### Supply network, run 1

Scale bar: 20 um. Pins as bars on the die edge.
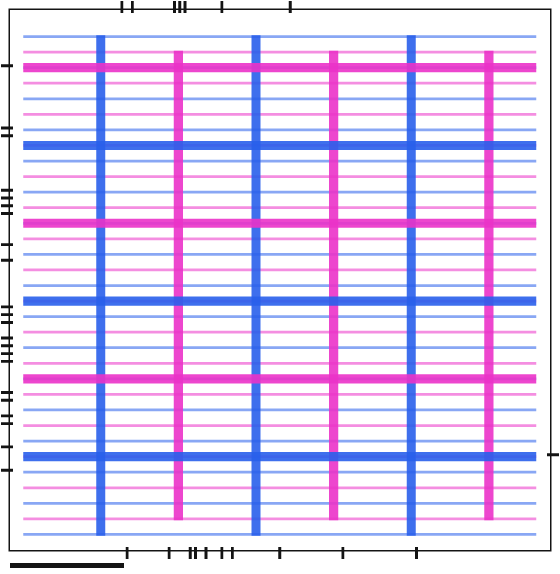
### Placement by cell class, run 1

Scale bar: 20 um.
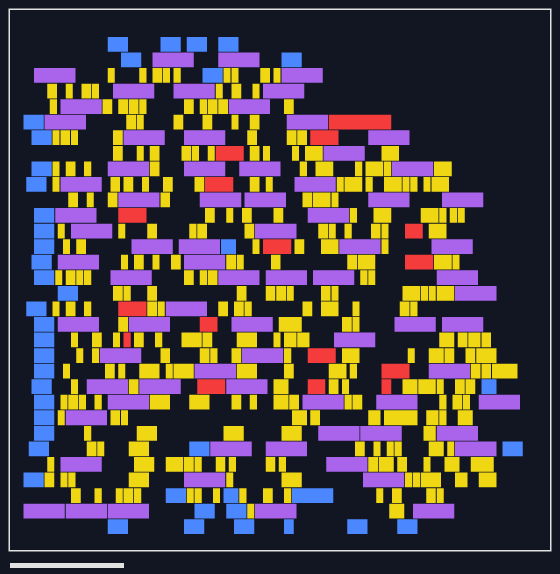
### Clock distribution, run 1

Scale bar: 20 um.
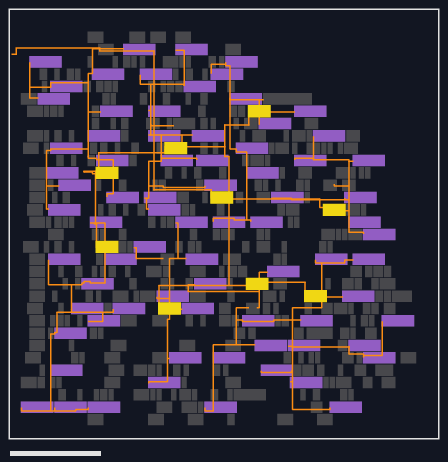
### Metal layers overlaid, run 1

Two of the layers only.
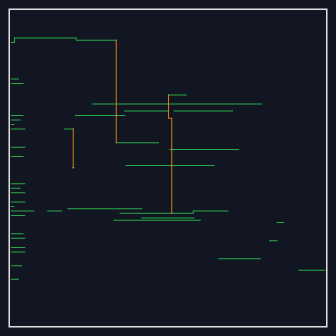
### config.mk
export PLATFORM = sky130hd
export DESIGN_NAME = i2s_tx_serializer_flat
export DESIGN_NICKNAME = d
export VERILOG_FILES = /design/src/rtl/i2s_tx_serializer_if.sv /design/src/rtl/i2s_tx_serializer.sv /design/src/flat_wrapper.sv
export SDC_FILE = /design/constraint.sdc
export NUM_CORES = 1
export LEC_CHECK = 0
export CORE_MARGIN = 2
export CORE_UTILIZATION = 40
export CTS_CLUSTER_DIAMETER = 80
export DETAILED_ROUTE_END_ITERATION = 10
export SYNTH_ARGS = -nofsm -noshare
export SYNTH_HDL_FRONTEND = slang
export SYNTH_SLANG_ARGS = --single-unit
export TNS_END_PERCENT = 10
### constraint.sdc
create_clock -name clk_in -period 4.1 [get_ports clk_in]
set_clock_uncertainty 0.2 [all_clocks]
set_input_delay 1.23 -clock clk_in [delete_from_list [all_inputs] [get_ports clk_in]]
set_output_delay 1.23 -clock clk_in [all_outputs]
set_load 0.01 [all_outputs]
### src/rtl/i2s_tx_serializer_if.sv
`default_nettype none
// +----------------------------------------------------------------------+
// | Module   : i2s_tx_serializer_if                                      |
// | Brief    : Stereo sample valid/ready handshake into the I2S TX path. |
// | Revision : 1.0                                                       |
// +----------------------------------------------------------------------+
interface i2s_tx_serializer_if #(
    parameter int DATA_WIDTH = 16
) ();
    logic [DATA_WIDTH-1:0] left_data;
    logic [DATA_WIDTH-1:0] right_data;
    logic                  sample_valid;
    logic                  sample_ready;

    modport master (
        output left_data,
        output right_data,
        output sample_valid,
        input  sample_ready
    );

    modport slave (
        input  left_data,
        input  right_data,
        input  sample_valid,
        output sample_ready
    );
endinterface
`default_nettype wire

### src/rtl/i2s_tx_serializer.sv
`default_nettype none
// +----------------------------------------------------------------------+
// | Module   : i2s_tx_serializer                                         |
// | Brief    : I2S transmit serializer, MSB-first, one-BCLK LRCK delay,  |
// |            single stereo pair pending buffer.                        |
// | Revision : 1.0                                                       |
// +----------------------------------------------------------------------+
module i2s_tx_serializer #(
    parameter int DATA_WIDTH = 16
) (
    input  wire logic           clk_in,
    input  wire logic           reset,
    input  wire logic           bclk_in,
    input  wire logic           lrclk_in,
    i2s_tx_serializer_if.slave  sample_if,
    output logic                sdata_out,
    output logic                underrun
);

    localparam int CNT_W = $clog2(DATA_WIDTH + 1);
    localparam logic [CNT_W-1:0] c_BITS = CNT_W'(DATA_WIDTH);
    localparam logic [CNT_W-1:0] c_ONE  = CNT_W'(1);

    localparam logic [1:0] c_ST_IDLE  = 2'd0;
    localparam logic [1:0] c_ST_LEFT  = 2'd1;
    localparam logic [1:0] c_ST_RIGHT = 2'd2;

    logic [1:0]            r_state;
    logic                  r_bclk_d;
    logic                  r_lr_q;
    logic                  r_load_next;
    logic                  r_pend_full;
    logic [DATA_WIDTH-1:0] r_pend_l;
    logic [DATA_WIDTH-1:0] r_pend_r;
    logic [DATA_WIDTH-1:0] r_hold_r;
    logic [DATA_WIDTH-1:0] r_shift;
    logic [CNT_W-1:0]      r_bit_cnt;
    logic                  r_sdata;
    logic                  r_underrun;

    logic                  w_bfall;
    logic                  w_boundary;
    logic                  w_accept;
    logic                  w_load;
    logic                  w_load_left;
    logic [DATA_WIDTH-1:0] w_load_word;

    assign w_bfall     = r_bclk_d & ~bclk_in;
    assign w_boundary  = w_bfall & (lrclk_in != r_lr_q);
    assign w_accept    = sample_if.sample_valid & ~r_pend_full;
    assign w_load      = w_bfall & r_load_next;
    assign w_load_left = w_load & (r_state == c_ST_LEFT);

    // A left load with nothing pending sends silence on both channels.
    assign w_load_word = (r_state == c_ST_LEFT) ? (r_pend_full ? r_pend_l : '0) : r_hold_r;

    always_ff @(posedge clk_in) begin
        if (reset) begin
            r_state     <= c_ST_IDLE;
            r_bclk_d    <= 1'b0;
            r_lr_q      <= 1'b0;
            r_load_next <= 1'b0;
            r_pend_full <= 1'b0;
            r_pend_l    <= '0;
            r_pend_r    <= '0;
            r_hold_r    <= '0;
            r_shift     <= '0;
            r_bit_cnt   <= '0;
            r_sdata     <= 1'b0;
            r_underrun  <= 1'b0;
        end else begin
            r_bclk_d   <= bclk_in;
            r_underrun <= 1'b0;

            // The load uses the pre-accept buffer state, so an accept on the
            // load cycle is kept for the following frame.
            if (w_accept) begin
                r_pend_l    <= sample_if.left_data;
                r_pend_r    <= sample_if.right_data;
                r_pend_full <= 1'b1;
            end else if (w_load_left && r_pend_full) begin
                r_pend_full <= 1'b0;
            end

            if (w_bfall) begin
                r_lr_q <= lrclk_in;

                if (w_load) begin
                    r_load_next <= 1'b0;
                    r_sdata     <= w_load_word[DATA_WIDTH-1];
                    r_shift     <= w_load_word << 1;
                    r_bit_cnt   <= c_ONE;
                    if (w_load_left) begin
                        r_hold_r   <= r_pend_full ? r_pend_r : '0;
                        r_underrun <= ~r_pend_full;
                    end
                end else if ((r_state != c_ST_IDLE) && (r_bit_cnt < c_BITS)) begin
                    r_sdata   <= r_shift[DATA_WIDTH-1];
                    r_shift   <= r_shift << 1;
                    r_bit_cnt <= r_bit_cnt + c_ONE;
                end else begin
                    r_sdata <= 1'b0;
                end

                // Right-channel edges are ignored until a left frame has started.
                if (w_boundary) begin
                    if (!lrclk_in) begin
                        r_state     <= c_ST_LEFT;
                        r_load_next <= 1'b1;
                    end else if (r_state != c_ST_IDLE) begin
                        r_state     <= c_ST_RIGHT;
                        r_load_next <= 1'b1;
                    end
                end
            end
        end
    end

    assign sample_if.sample_ready = ~r_pend_full;
    assign sdata_out              = r_sdata;
    assign underrun               = r_underrun;

endmodule
`default_nettype wire

### src/flat_wrapper.sv
// flat-port wrapper written by rule: the top's interface ports become plain ports
module i2s_tx_serializer_flat 
#(
    parameter int DATA_WIDTH = 16
)
  (clk_in, reset, bclk_in, lrclk_in, sdata_out, underrun, sample_if_left_data, sample_if_right_data, sample_if_sample_valid, sample_if_sample_ready);
  i2s_tx_serializer_if #(.DATA_WIDTH(DATA_WIDTH)) sample_if_i ();
  input  wire logic clk_in;
  input  wire logic reset;
  input  wire logic bclk_in;
  input  wire logic lrclk_in;
  output logic sdata_out;
  output logic underrun;
  input wire logic [$bits(sample_if_i.left_data)-1:0] sample_if_left_data;
  input wire logic [$bits(sample_if_i.right_data)-1:0] sample_if_right_data;
  input wire logic [$bits(sample_if_i.sample_valid)-1:0] sample_if_sample_valid;
  output wire logic [$bits(sample_if_i.sample_ready)-1:0] sample_if_sample_ready;
  assign sample_if_i.left_data = sample_if_left_data;
  assign sample_if_i.right_data = sample_if_right_data;
  assign sample_if_i.sample_valid = sample_if_sample_valid;
  assign sample_if_sample_ready = sample_if_i.sample_ready;
  i2s_tx_serializer #(.DATA_WIDTH(DATA_WIDTH)) u_core (.clk_in(clk_in), .reset(reset), .bclk_in(bclk_in), .lrclk_in(lrclk_in), .sample_if(sample_if_i), .sdata_out(sdata_out), .underrun(underrun));
endmodule
==> Changelog: implementation, run 1 <==
### Changed

- Post-synth seq share: 46.54%
- Count of non-CTS inverters in the layout: 2
- Tmin final: 2933 ps
- Number of synthesis warnings: 0
- Syn Std Cell Area: 3269 um^2
- Critical Path Start: bclk_in
- Inst Count DP: 515
- Ant diodes: 0
- Worst Setup EP: u_core.r_bit_cnt[3]$_SDFFE_PP0P_
- First-pass GRT wire length: 12280 um
- Post-synth EDFFs: 0
- P_int: 1.113 mW
- Tool warnings: 26
- Adders+Majority by Area: 0.3827%
- Critical Path Most Common Cell: o21a_1
- # DRC: 0
- Finished Layout Cells: 531
- RSZ-0062 raised after global routing: false
- IR Drop Worst-Case VDD: 189.9 uV
- Biggest consumer: sequential cells
- Largest net degree at the start of global routing: 51
- Setup crit start kind: input pin
- Synth top area share: 46.54%
- GR Util met2: 27.98%
- Asr flop ratio synth: 0%
- CP bufs+invs: 1
- Leak: 1.307 nW
- Die Wd: 94.41 um
- Worst hold path depth: 2
- GR peak layer: met2
- Post-synth top area cell: dfxtp_1
- Crit Reg-Reg Endpoint: u_core.r_bit_cnt[4]$_SDFFE_PP0P_
- Placer Congestion: 0.8064
- Gr usage total: 17.82%
- Crit. End Element: flip-flop
- Sequential power: 0.774 mW
- IO Pins: 40
- Top non-seq family: simple AND/OR/NAND/NOR gates
- Commonest cells in the netlist: 103 x nand2_1, 76 x a21oi_1, 76 x dfxtp_1, 24 x nand3_1, 22 x nor2_1
- Cell Chain, Critical Path: clkdlybuf4s50_1 -> and2b_1 -> o21ai_2 -> o21a_1 -> o21a_1
- Wl on met1: 3535 um
- Root Buffer: clkbuf_8
- Hold_buf cts: 0
- Hold Path Class: flip-flop to flip-flop
- Flop2flop setup slack: 1770 ps
- Total gr overflow: 0
- Worst r2r path cells: 4
- Top FF cell, synth: dfxtp_1
- Seq_cells: 76
- Final setup viols: 0
- Post-Syn Nets: 442
- Crit share post-route: 71.53%
- FILL cells: 783
- Largest regs: u_core.r_hold_r (16), u_core.r_pend_l (16), u_core.r_pend_r (16)
- Cts repair resizes: 0
- Met2 wire length: 3331 um
- Critical Path RT: 4150 ps
- Clk cell area share: 5.298%
- Fraction of synthesized cell area in xor and xnor cells: 0%
- WP depth: 5
- Nonclk buf count: 43
- Fp_density: 41.88%
- GR Util met1: 24.17%
- Die H: 94.41 um
- Die ar.: 8912 um^2
- Comb pwr share: 7.8%
- Hold path start: u_core.r_hold_r[3]$_SDFFE_PP0P_
- Multi-input gates: 292
- Top cells by area: dfxtp_1 47%, nand2_1 12%, a21oi_1 12%
- WHS Endpoint: u_core.r_hold_r[3]$_SDFFE_PP0P_
- Clock buffers: 11
- Clock transition at path regs: 80 ps
- Mux frac, synth: 0.6123%
- Layout cells sized above 1: 7.459%
- Yosys top cell by instances: nand2_1
- Met3 wire length: 390 um
- Combinational gate area: 1539 um^2
- Tap Cells: 102
- Initial antenna violation count: 0
- CTS Buffer Depth: 2
- Max layer used: met4
- Nets: 462
- TritonCTS buffer count: 9
- Post-CTS setup buffer count: 0
- Outcome: completed
- Drt wl/cell: 13.81 um
- DP HPWL: 4839 um
- TritonCTS clock tree: built
- Fin area: 3826 um^2
## Picture notes: 'Supply network'
[blue] VSS
[magenta] VDD
met4 straps: 6
rows: 32
met5 straps: 6
signal pins: 40

## Picture notes: 'Placement by cell class'
[blue] other buffers and delay cells | cells: 43
[yellow] all other logic | cells: 294
[red] clock drivers and dummy loads | cells: 16
[purple] flops | cells: 76

## Picture notes: 'Clock distribution'
[purple] flip-flops | count: 76
[yellow] cells driving clock nets | count: 9
[orange] clock wires | length: 917 um
routed clock nets: 10
worst skew pair latency: 350 ps
Clock power frac: 39.5%

## Picture notes: 'Metal layers overlaid'
[orange] met4 | wire length: 78.4 um
[green] met3 | wire length: 390 um
via count: 2748
Routed WL: 7335 um

run 1: placed cells by master (no fill, tap or decap), types with 2 or more instances in the layout:
cell,Yosys,routed
a21oi_1,76,76
o21ai_0,3,3
nor3_1,3,3
inv_1,2,2
clkinv_4,0,3
nor2_1,22,22
dfxtp_1,76,76
mux2i_1,2,2
nand3_1,24,24
nand2b_1,2,2
nand2_1,103,103
clkbuf_8,0,10
a21o_1,2,2
clkdlybuf4s50_1,0,38
a211o_1,14,14
a211oi_1,2,2
a21oi_2,6,6
buf_4,8,3
o21a_1,4,4
and2b_1,2,2
and4b_1,14,14
### Placement view, run 1

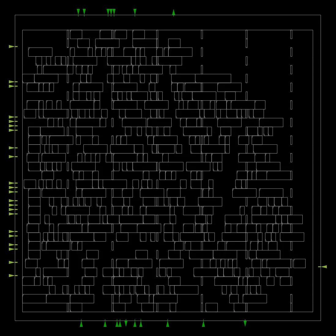

==> run 2, diff against run 1 <==
==> constraint.sdc (replaced) <==
create_clock -name clk_in -period 2.7 [get_ports clk_in]
set_clock_uncertainty 0.2 [all_clocks]
set_input_delay 0.81 -clock clk_in [delete_from_list [all_inputs] [get_ports clk_in]]
set_output_delay 0.81 -clock clk_in [all_outputs]
set_load 0.01 [all_outputs]
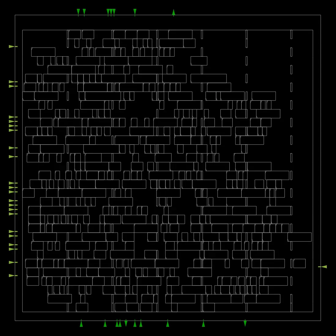
*Placement view, run 2*
final core utilization: 51.07%
Finished Layout Cells: 540

==> Changelog: implementation, run 2 <==
### Changed

- Outcome: completed
- 1st-iter DRT viols: 145
- Leak: 1.395 nW
- First-pass GRT wire length: 12560 um
- # DRC: 0
- CTS Buffer Depth: 2
- Nets: 471
- Mapped Avg Cell Area: 8.093 um^2
- Synth-to-layout area growth: 21.97%
- Biggest consumer: sequential cells
- Die H: 94.41 um
- Fin area: 3988 um^2
- Die Wd: 94.41 um
- Layout cells sized above 1: 9.589%
- Via count: 2717
- CP bufs+invs: 2
- Setup CP Type: flip-flop to output port
- Post-Syn Nets: 442
- Reg power frac: 46.7%
- Drt wl/cell: 13.65 um
- WHS Endpoint: u_core.r_hold_r[7]$_SDFFE_PP0P_
- Crit share post-route: 84.73%
- Inst Count DP: 524
- Clock transition at path regs: 80 ps
- Vias per cell: 5.031
- Slowest CP cell: clkdlybuf4s50_1
- Tool warnings: 26
- Most numerous logic cells after layout: 103 x nand2_1, 76 x a21oi_1, 76 x dfxtp_1
- Ao+oa area frac: 20.24%
- Critical Path Max Stage Delay: 530 ps
- Largest regs: u_core.r_hold_r (16), u_core.r_pend_l (16), u_core.r_pend_r (16)
- Crit. End Element: output port
- FILL cells: 795
- First-pass detailed-route iteration total: 4
- Comb pwr share: 7.2%
- Cts repair resizes: 0
- Number of synthesis warnings: 0
- Synth top area share: 46.54%
- Final setup viols: 0
- Total power: 2.514 mW
- Top FF cell, synth: dfxtp_1
- Pwr Density: 630.4 nW/um^2
- Most numerous logic cell after layout: nand2_1
- WP depth: 2
- Worst r2r path cells: 4
- Yosys top cell by instances: nand2_1
- Slew headroom: 50.80%
- Setup ws final: 412.3 ps
- Post-synth EDFFs: 0
- Worst Setup EP: sample_if_sample_ready
- Synthesized instance count: 404
- Ant diodes: 0
- Post-route ant nets: 0
- P_int: 1.975 mW
- IR Drop Worst-Case VDD: 316.3 uV
- Final Max Tran Viols: 0
- Post-synth top area cell: dfxtp_1
- Routed WL: 7371 um
- Worst hold path depth: 2
- Crit-path leading delay family: buffers and inverters
- Synth flops: 76
- P_sw: 0.5385 mW
- Top non-seq family: simple AND/OR/NAND/NOR gates
- Total gr overflow: 0
- Syn Std Cell Area: 3269 um^2
- Hold path start: u_core.r_hold_r[7]$_SDFFE_PP0P_
- Crit Reg-Reg Endpoint: u_core.r_pend_full$_SDFFE_PP0P_
- Largest net degree at the start of global routing: 60
- Post-CTS setup buffer count: 0
- Critical Path RT: 1690 ps
- Tmin final: 2288 ps
- Gr usage total: 18.35%
- Yosys stat cell total: 404
- Asr flop ratio synth: 0%
- Rows: 32
- Post-synth seq share: 46.54%
- Crit path DAT: 1280 ps
- Sw frac: 21.42%
- Clock power frac: 46.1%
- TritonCTS buffer count: 9
- # H-tree levels: 3
- Fp_density: 41.88%
- Max-Cap Viols: 0
- Sequential power: 1.17 mW
- Crit Path Max Fanout: 2
- Vias in the first global route: 2538
- Initial antenna violation count: 0
- Clk pwr: 1.16 mW
- Top cells by area: dfxtp_1 47%, nand2_1 12%, a21oi_1 12%
- Tightest Pin Transition: 737.1 ps
- Worst hold slack: 254.5 ps
- IO Pins: 40
- Placed instance area: 3716 um^2
- Hold_buf cts: 0
- Simple share: 25.76%
- Adders+Majority by Area: 0.3827%
- Commonest cells in the netlist: 103 x nand2_1, 76 x a21oi_1, 76 x dfxtp_1, 24 x nand3_1, 22 x nor2_1
- Root Buffer: clkbuf_8
- Comb power: 0.180 mW
- DP HPWL: 4883 um
- Hold Path Class: flip-flop to flip-flop
- R2R Path Start: u_core.r_load_next$_SDFFE_PP0P_
- Pre-CTS setup slack: 167.4 ps
- Cell Chain, Critical Path: inv_1 -> clkdlybuf4s50_1
- Final TNS setup: 0 ps
- Placer Congestion: 0.8592
- Flop2flop setup slack: 650 ps
- Buffers on Ports: 39
- Achievable clock frequency: 0.4371 GHz
- Synth unique cells: 34
- Mux frac, synth: 0.6123%
- TritonCTS clock tree: built
- Core Area: 7807 um^2
- Worst skew pair latency: 360 ps
- RSZ-0062 raised after global routing: false
- Endpoints failing hold: 0
- YS chip area: 3269 um^2
- Die ar.: 8912 um^2
- Clock sinks: 76
- Fraction of synthesized cell area in xor and xnor cells: 0%
- Setup crit start kind: flip-flop
- Critical Path Start: u_core.r_pend_full$_SDFFE_PP0P_
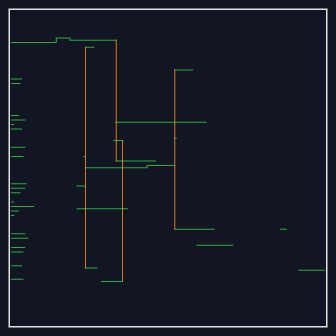
*Metal layers overlaid, run 2*
Two of the layers only.
[green] met3 | wire length: 236 um
[orange] met4 | wire length: 192 um

==> run 2: cell count changes in the layout (fill, tap and decap cells not counted) <==
cell,delta
inv_6,+1
buf_4,+7
clkbuf_1,-1
clkinv_4,-3
bufinv_16,+3
buf_12,+2
==> run 2: final cells by class <==
class / count / area [um^2] / share of cell area [%]
Clock inverter: 6 / 133.9 / 3.357
Inverter: 2 / 7.507 / 0.1883
Sequential cell: 76 / 1521 / 38.16
Tap cell: 102 / 127.6 / 3.200
Clock buffer: 10 / 137.6 / 3.452
Timing Repair Buffer: 52 / 520.5 / 13.05
Multi-Input combinational cell: 292 / 1539 / 38.59
==> run 2: routing by layer <==
layer	share of wire [%]	global-route usage (%)	vias up
li1	-	-	1443
met1	51	25.96	1220
met2	44	26.90	41
met3	3.2	3.113	13
met4	2.6	9.300	0
met5	0	0	-
Power is estimated from default activity; no workload was simulated.
